**src/rtl/lsu_pkg.sv**
```systemverilog
// Shared encodings for the load/store unit: access sizes, FSM states and
// the default memory depth.
package lsu_pkg;

    localparam logic [1:0] SZ_BYTE = 2'b00;
    localparam logic [1:0] SZ_HALF = 2'b01;
    localparam logic [1:0] SZ_WORD = 2'b10;

    localparam int MEM_WORDS_DEFAULT = 64;

    typedef enum logic [1:0] {
        IDLE   = 2'b00,
        ACCESS = 2'b01,
        WRITE  = 2'b10,
        RESP   = 2'b11
    } lsu_state_e;

endpackage

```
**src/rtl/load_store_unit_if.sv**
```systemverilog
// Request, response and word-memory signals of the load/store unit.
// Handshakes: a transfer happens on a rising edge where valid and ready are both 1;
// valid and its payload stay stable until that edge, and ready never depends on valid.
interface load_store_unit_if;
    logic        req_valid;
    logic        req_ready;
    logic        req_we;
    logic [1:0]  req_size;
    logic        req_signed;
    logic [31:0] req_addr;
    logic [31:0] req_wdata;
    logic        resp_valid;
    logic        resp_ready;
    logic [31:0] resp_rdata;
    logic        resp_err;
    logic [31:0] mem_a;
    logic        mem_we;
    logic [31:0] mem_wd;
    logic [31:0] mem_rd;

    modport master (
        input  req_valid, req_we, req_size, req_signed, req_addr, req_wdata,
        input  resp_ready, mem_rd,
        output req_ready, resp_valid, resp_rdata, resp_err,
        output mem_a, mem_we, mem_wd
    );

    modport slave (
        output req_valid, req_we, req_size, req_signed, req_addr, req_wdata,
        output resp_ready, mem_rd,
        input  req_ready, resp_valid, resp_rdata, resp_err,
        input  mem_a, mem_we, mem_wd
    );
endinterface

```
**src/rtl/lsu_lane.sv**
```systemverilog
// Little-endian lane logic: pulls a sign/zero-extended byte or halfword out of
// a memory word, and merges store data into a word for read-modify-write.
module lsu_lane
    import lsu_pkg::*;
(
    input  logic [31:0] rd_i,
    input  logic [31:0] wdata_i,
    input  logic [1:0]  offset_i,
    input  logic [1:0]  size_i,
    input  logic        signed_i,
    output logic [31:0] extract_o,
    output logic [31:0] merge_o
);

    logic [4:0]  shamt;
    logic [31:0] mask;
    logic [31:0] lane;

    always_comb begin
        shamt = '0;
        mask  = '1;
        case (size_i)
            SZ_BYTE: begin
                shamt = {offset_i, 3'b000};
                mask  = 32'h0000_00FF;
            end
            SZ_HALF: begin
                shamt = {offset_i[1], 4'b0000};
                mask  = 32'h0000_FFFF;
            end
            default: begin
                shamt = '0;
                mask  = '1;
            end
        endcase

        lane      = (rd_i >> shamt) & mask;
        extract_o = lane;
        if (signed_i && (size_i == SZ_BYTE) && lane[7]) begin
            extract_o = lane | 32'hFFFF_FF00;
        end
        if (signed_i && (size_i == SZ_HALF) && lane[15]) begin
            extract_o = lane | 32'hFFFF_0000;
        end

        merge_o = (rd_i & ~(mask << shamt)) | ((wdata_i & mask) << shamt);
    end

endmodule

```
**src/rtl/load_store_unit.sv**
```systemverilog
// Byte-addressed load/store front end for a word-addressed memory: one request
// at a time, read-modify-write for sub-word stores, errors never touch memory.
module load_store_unit
    import lsu_pkg::*;
#(
    parameter int MEM_WORDS = MEM_WORDS_DEFAULT
) (
    input  logic               clk,
    input  logic               reset,
    load_store_unit_if.master  lsu_bus,
    output lsu_state_e         dbg_state_o
);

    lsu_state_e  state_q,  state_d;
    logic [1:0]  off_q,    off_d;
    logic [1:0]  size_q,   size_d;
    logic        signed_q, signed_d;
    logic        we_q,     we_d;
    logic [31:0] wdata_q,  wdata_d;
    logic [31:0] merged_q, merged_d;
    logic [31:0] rdata_q,  rdata_d;
    logic        err_q,    err_d;
    logic [31:0] mem_a_q,  mem_a_d;

    logic [31:0] extract_w;
    logic [31:0] merge_w;
    logic        req_err;
    logic        mem_we_w;

    lsu_lane u_lane (
        .rd_i      (lsu_bus.mem_rd),
        .wdata_i   (wdata_q),
        .offset_i  (off_q),
        .size_i    (size_q),
        .signed_i  (signed_q),
        .extract_o (extract_w),
        .merge_o   (merge_w)
    );

    assign req_err = (lsu_bus.req_size == 2'b11)
                  || ((lsu_bus.req_size == SZ_HALF) && lsu_bus.req_addr[0])
                  || ((lsu_bus.req_size == SZ_WORD) && (lsu_bus.req_addr[1:0] != 2'b00))
                  || ({2'b00, lsu_bus.req_addr[31:2]} >= 32'(MEM_WORDS));

    always_comb begin
        state_d  = state_q;
        off_d    = off_q;
        size_d   = size_q;
        signed_d = signed_q;
        we_d     = we_q;
        wdata_d  = wdata_q;
        merged_d = merged_q;
        rdata_d  = rdata_q;
        err_d    = err_q;
        mem_a_d  = mem_a_q;
        case (state_q)
            IDLE: begin
                if (lsu_bus.req_valid) begin
                    off_d    = lsu_bus.req_addr[1:0];
                    size_d   = lsu_bus.req_size;
                    signed_d = lsu_bus.req_signed;
                    we_d     = lsu_bus.req_we;
                    wdata_d  = lsu_bus.req_wdata;
                    rdata_d  = '0;
                    err_d    = req_err;
                    if (req_err) begin
                        state_d = RESP;
                    end else begin
                        // mem_a only moves for requests that will really access memory
                        mem_a_d = {2'b00, lsu_bus.req_addr[31:2]};
                        state_d = ACCESS;
                    end
                end
            end
            ACCESS: begin
                if (!we_q) begin
                    rdata_d = extract_w;
                    state_d = RESP;
                end else if (size_q == SZ_WORD) begin
                    state_d = RESP;
                end else begin
                    merged_d = merge_w;
                    state_d  = WRITE;
                end
            end
            WRITE: state_d = RESP;
            RESP: begin
                if (lsu_bus.resp_ready) begin
                    state_d = IDLE;
                end
            end
            default: state_d = IDLE;
        endcase
    end

    always_ff @(posedge clk or posedge reset) begin
        if (reset) begin
            state_q  <= IDLE;
            off_q    <= '0;
            size_q   <= '0;
            signed_q <= 1'b0;
            we_q     <= 1'b0;
            wdata_q  <= '0;
            merged_q <= '0;
            rdata_q  <= '0;
            err_q    <= 1'b0;
            mem_a_q  <= '0;
        end else begin
            state_q  <= state_d;
            off_q    <= off_d;
            size_q   <= size_d;
            signed_q <= signed_d;
            we_q     <= we_d;
            wdata_q  <= wdata_d;
            merged_q <= merged_d;
            rdata_q  <= rdata_d;
            err_q    <= err_d;
            mem_a_q  <= mem_a_d;
        end
    end

    // Decoded from state only, so an async reset drops the write at once.
    assign mem_we_w = ((state_q == ACCESS) && we_q && (size_q == SZ_WORD)) || (state_q == WRITE);

    assign lsu_bus.req_ready  = (state_q == IDLE);
    assign lsu_bus.resp_valid = (state_q == RESP);
    assign lsu_bus.resp_rdata = rdata_q;
    assign lsu_bus.resp_err   = err_q;
    assign lsu_bus.mem_a      = mem_a_q;
    assign lsu_bus.mem_we     = mem_we_w;
    assign lsu_bus.mem_wd     = !mem_we_w ? 32'h0 : ((state_q == WRITE) ? merged_q : wdata_q);
    assign dbg_state_o        = state_q;

endmodule

```
**src/flat_wrapper.sv**
```systemverilog
// flat-port wrapper written by rule: the top's interface ports become plain ports
module load_store_unit_flat import lsu_pkg::*;
#(
    parameter int MEM_WORDS = MEM_WORDS_DEFAULT
)
  (clk, reset, dbg_state_o, lsu_bus_req_valid, lsu_bus_req_we, lsu_bus_req_size, lsu_bus_req_signed, lsu_bus_req_addr, lsu_bus_req_wdata, lsu_bus_resp_ready, lsu_bus_mem_rd, lsu_bus_req_ready, lsu_bus_resp_valid, lsu_bus_resp_rdata, lsu_bus_resp_err, lsu_bus_mem_a, lsu_bus_mem_we, lsu_bus_mem_wd);
  load_store_unit_if lsu_bus_i ();
  input  logic clk;
  input  logic reset;
  output lsu_state_e dbg_state_o;
  input wire logic [$bits(lsu_bus_i.req_valid)-1:0] lsu_bus_req_valid;
  input wire logic [$bits(lsu_bus_i.req_we)-1:0] lsu_bus_req_we;
  input wire logic [$bits(lsu_bus_i.req_size)-1:0] lsu_bus_req_size;
  input wire logic [$bits(lsu_bus_i.req_signed)-1:0] lsu_bus_req_signed;
  input wire logic [$bits(lsu_bus_i.req_addr)-1:0] lsu_bus_req_addr;
  input wire logic [$bits(lsu_bus_i.req_wdata)-1:0] lsu_bus_req_wdata;
  input wire logic [$bits(lsu_bus_i.resp_ready)-1:0] lsu_bus_resp_ready;
  input wire logic [$bits(lsu_bus_i.mem_rd)-1:0] lsu_bus_mem_rd;
  output wire logic [$bits(lsu_bus_i.req_ready)-1:0] lsu_bus_req_ready;
  output wire logic [$bits(lsu_bus_i.resp_valid)-1:0] lsu_bus_resp_valid;
  output wire logic [$bits(lsu_bus_i.resp_rdata)-1:0] lsu_bus_resp_rdata;
  output wire logic [$bits(lsu_bus_i.resp_err)-1:0] lsu_bus_resp_err;
  output wire logic [$bits(lsu_bus_i.mem_a)-1:0] lsu_bus_mem_a;
  output wire logic [$bits(lsu_bus_i.mem_we)-1:0] lsu_bus_mem_we;
  output wire logic [$bits(lsu_bus_i.mem_wd)-1:0] lsu_bus_mem_wd;
  assign lsu_bus_i.req_valid = lsu_bus_req_valid;
  assign lsu_bus_i.req_we = lsu_bus_req_we;
  assign lsu_bus_i.req_size = lsu_bus_req_size;
  assign lsu_bus_i.req_signed = lsu_bus_req_signed;
  assign lsu_bus_i.req_addr = lsu_bus_req_addr;
  assign lsu_bus_i.req_wdata = lsu_bus_req_wdata;
  assign lsu_bus_i.resp_ready = lsu_bus_resp_ready;
  assign lsu_bus_i.mem_rd = lsu_bus_mem_rd;
  assign lsu_bus_req_ready = lsu_bus_i.req_ready;
  assign lsu_bus_resp_valid = lsu_bus_i.resp_valid;
  assign lsu_bus_resp_rdata = lsu_bus_i.resp_rdata;
  assign lsu_bus_resp_err = lsu_bus_i.resp_err;
  assign lsu_bus_mem_a = lsu_bus_i.mem_a;
  assign lsu_bus_mem_we = lsu_bus_i.mem_we;
  assign lsu_bus_mem_wd = lsu_bus_i.mem_wd;
  load_store_unit #(.MEM_WORDS(MEM_WORDS)) u_core (.clk(clk), .reset(reset), .lsu_bus(lsu_bus_i), .dbg_state_o(dbg_state_o));
endmodule
```
**config.mk**
```make
export PLATFORM = sky130hd
export DESIGN_NAME = load_store_unit_flat
export DESIGN_NICKNAME = d
export VERILOG_FILES = /design/src/rtl/lsu_pkg.sv /design/src/rtl/load_store_unit_if.sv /design/src/rtl/lsu_lane.sv /design/src/rtl/load_store_unit.sv /design/src/flat_wrapper.sv
export SDC_FILE = /design/constraint.sdc
export NUM_CORES = 1
export LEC_CHECK = 0
export CAP_MARGIN = 10
export CORE_MARGIN = 4
export CORE_UTILIZATION = 47
export DETAILED_ROUTE_END_ITERATION = 10
export MAX_ROUTING_LAYER = met4
export PLACE_DENSITY = 0.8
export SYNTH_ARGS = -nofsm -noshare
export SYNTH_HDL_FRONTEND = slang
export SYNTH_SLANG_ARGS = --single-unit
```
**constraint.sdc**
```tcl
create_clock -name clk -period 5.4 [get_ports clk]
set_input_delay 0.54 -clock clk [delete_from_list [all_inputs] [get_ports clk]]
set_output_delay 0.54 -clock clk [all_outputs]
set_load 0.005 [all_outputs]
```
==> Slide: Implementation Results <==
Run Summary

Outcome
  – Status: completed

Drt
  – Vias per inst: 5.66
  – Pre-antenna DRT Iters: 6
  – Final ANT Viol Nets: 0

Place
  – DP Wirelength: 14.8 mm
  – Final Wtd Congestion: 0.910

Setup path
  – Crit path DAT: 2.90 ns
  – Worst Setup End Kind: output port
  – Reg-to-reg startpoint: u_core.dbg_state_o[0]$_DFFE_PP0P_
  – Critical path class: reg -> out
  – R2R cell count: 7
  – Worst Setup EP: lsu_bus_mem_wd[8]

GRT
  – GRT Overall Usage: 26.6%
  – Initial antenna violation count: 0
  – First-pass GRT wire length: 32.3 mm
  – Vias in the first global route: 5811

Yosys
  – Yosys stat area: 6670 um^2
  – Main synth FF type: dfrtp_1
  – Top-count cell post-synth: dfrtp_1
  – Top area cell types: dfrtp_1 (51%), mux2_2 (8.6%), mux2i_1 (8.3%)
  – Asr flop ratio synth: 100%
  – Ys cells: 600

Power
  – VDD IR max: 0.299 mV
  – Flop pwr share: 31.0%
  – Switch Pwr: 2.04 mW
  – Logic pwr share: 45.1%
  – Clock group: 1.33 mW
  – PD cells: 591 nW/um^2

Clock tree
  – CTS Buffer Depth: 2
  – H-tree depth: 4
  – # Post-CTS Setup Buffers: 0
  – # resized after CTS: 0

Floorplan
  – Chip width: 127 um
  – Die span in y: 127 um

Flow run
  – OpenROAD warning count: 29

Timing
  – Setup WS post-layout: 1.96 ns
  – Final period util: 63.6%
  – RSZ-0062 raised after global routing: no

Final layout
  – Final core occ: 67.9%
[layout by cell type, fill, tap and decap left out, drive strengths merged, types with 6 or more instances in the layout]
master         instances
a22oi                  8
mux2                  51
a22o                  18
buf                   10
dfrtp                135
nor2b                 26
o21ai                 34
nor2                  64
clkdlybuf4s50        203
inv                    6
bufinv                 6
a21oi                 43
a221oi                17
clkbuf                22
mux4                   7
o2bb2ai                7
nand2                 40
mux2i                 55
[worst max-delay path: stages (launching register included)]
cell and delay [ns]:
dfrtp_1 0.42, inv_1 0.14, ha_2 0.89, a31oi_2 0.03
buf_4 0.29, nor2_1 0.16, clkdlybuf4s50_1 0.51
[cell type report]
class / count / area, um^2
fill: 1046 / 4450
multi-input combinational: 413 / 3020
timing repair buffer: 213 / 2110
inverter: 6 / 25.0
clock inverter: 9 / 195
clock buffer: 22 / 474
sequential: 135 / 3380
tap: 180 / 225
[state kept, by name, summed over array words and instances, names as in the netlist]
| name | count |
|---|---|
| u_core.dbg_state_o | 2 |
| u_core.lsu_bus.mem_a | 30 |
| u_core.lsu_bus.resp_err | 1 |
| u_core.lsu_bus.resp_rdata | 32 |
| u_core.merged_q | 32 |
| u_core.off_q | 2 |
| u_core.signed_q | 1 |
| u_core.size_q | 2 |
| u_core.wdata_q | 32 |
| u_core.we_q | 1 |
[logic make-up after synthesis]
kind of cell	synth area share [%]
AOI/OAI and AO/OA	13.8
adders and majority gates	0.751
buffers and inverters	4.15
DFF	50.7
muxes	19.2
other	0.0563
and+or+nand+nor	11.3
[routing by layer]
metal | vias to the layer above | global-route usage, % | routed length (um)
li1 | 2523 | - | -
met5 | - | - | 0
met3 | 29 | 9.62 | 1890
met2 | 253 | 39.4 | 9470
met4 | 0 | 8.26 | 380
met1 | 2735 | 34.3 | 8740
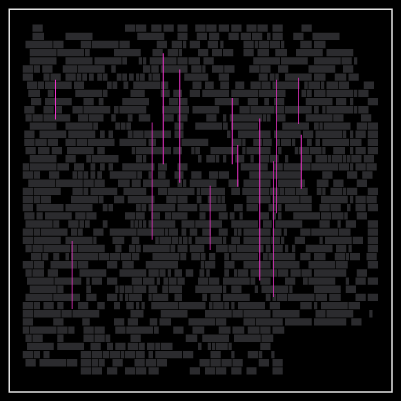
(metal 4)
Drawn at 3 px/um. Cells faint in the background.
longest straight run: 53.7 um
share of all routed wire: 1.9%

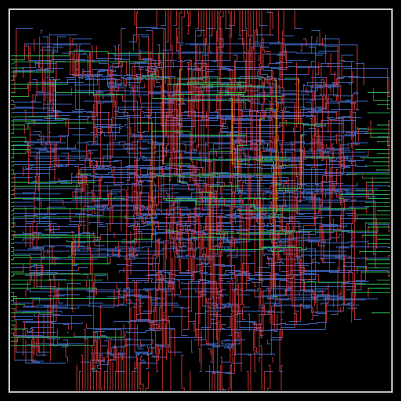
(routed metal, one colour a layer)
Drawn at 3 px/um.
[blue] metal 1 | wire length: 8740 um
[red] metal 2 | wire length: 9470 um
[green] metal 3 | wire length: 1890 um
[orange] metal 4 | wire length: 380 um

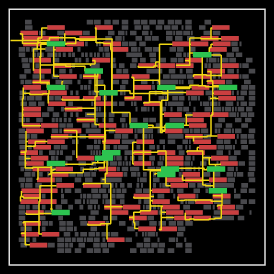
(clock wires, drivers and flops)
Drawn at 2 px/um.
[red] flip-flops | count: 135
[green] clock drivers | count: 17
[yellow] clock wires | length: 1780 um
flops lie: widely spread

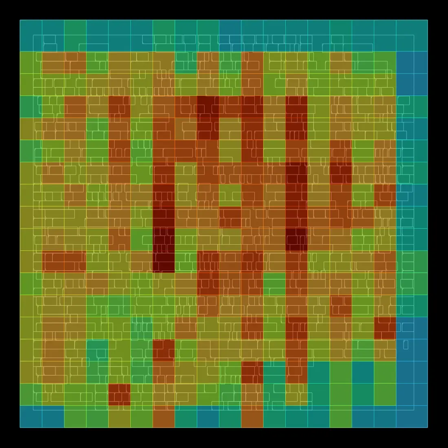
(congestion heat map)
GR peak layer: met2
WL/cell: 20.9 um

Power and IR drop assume default switching activity.
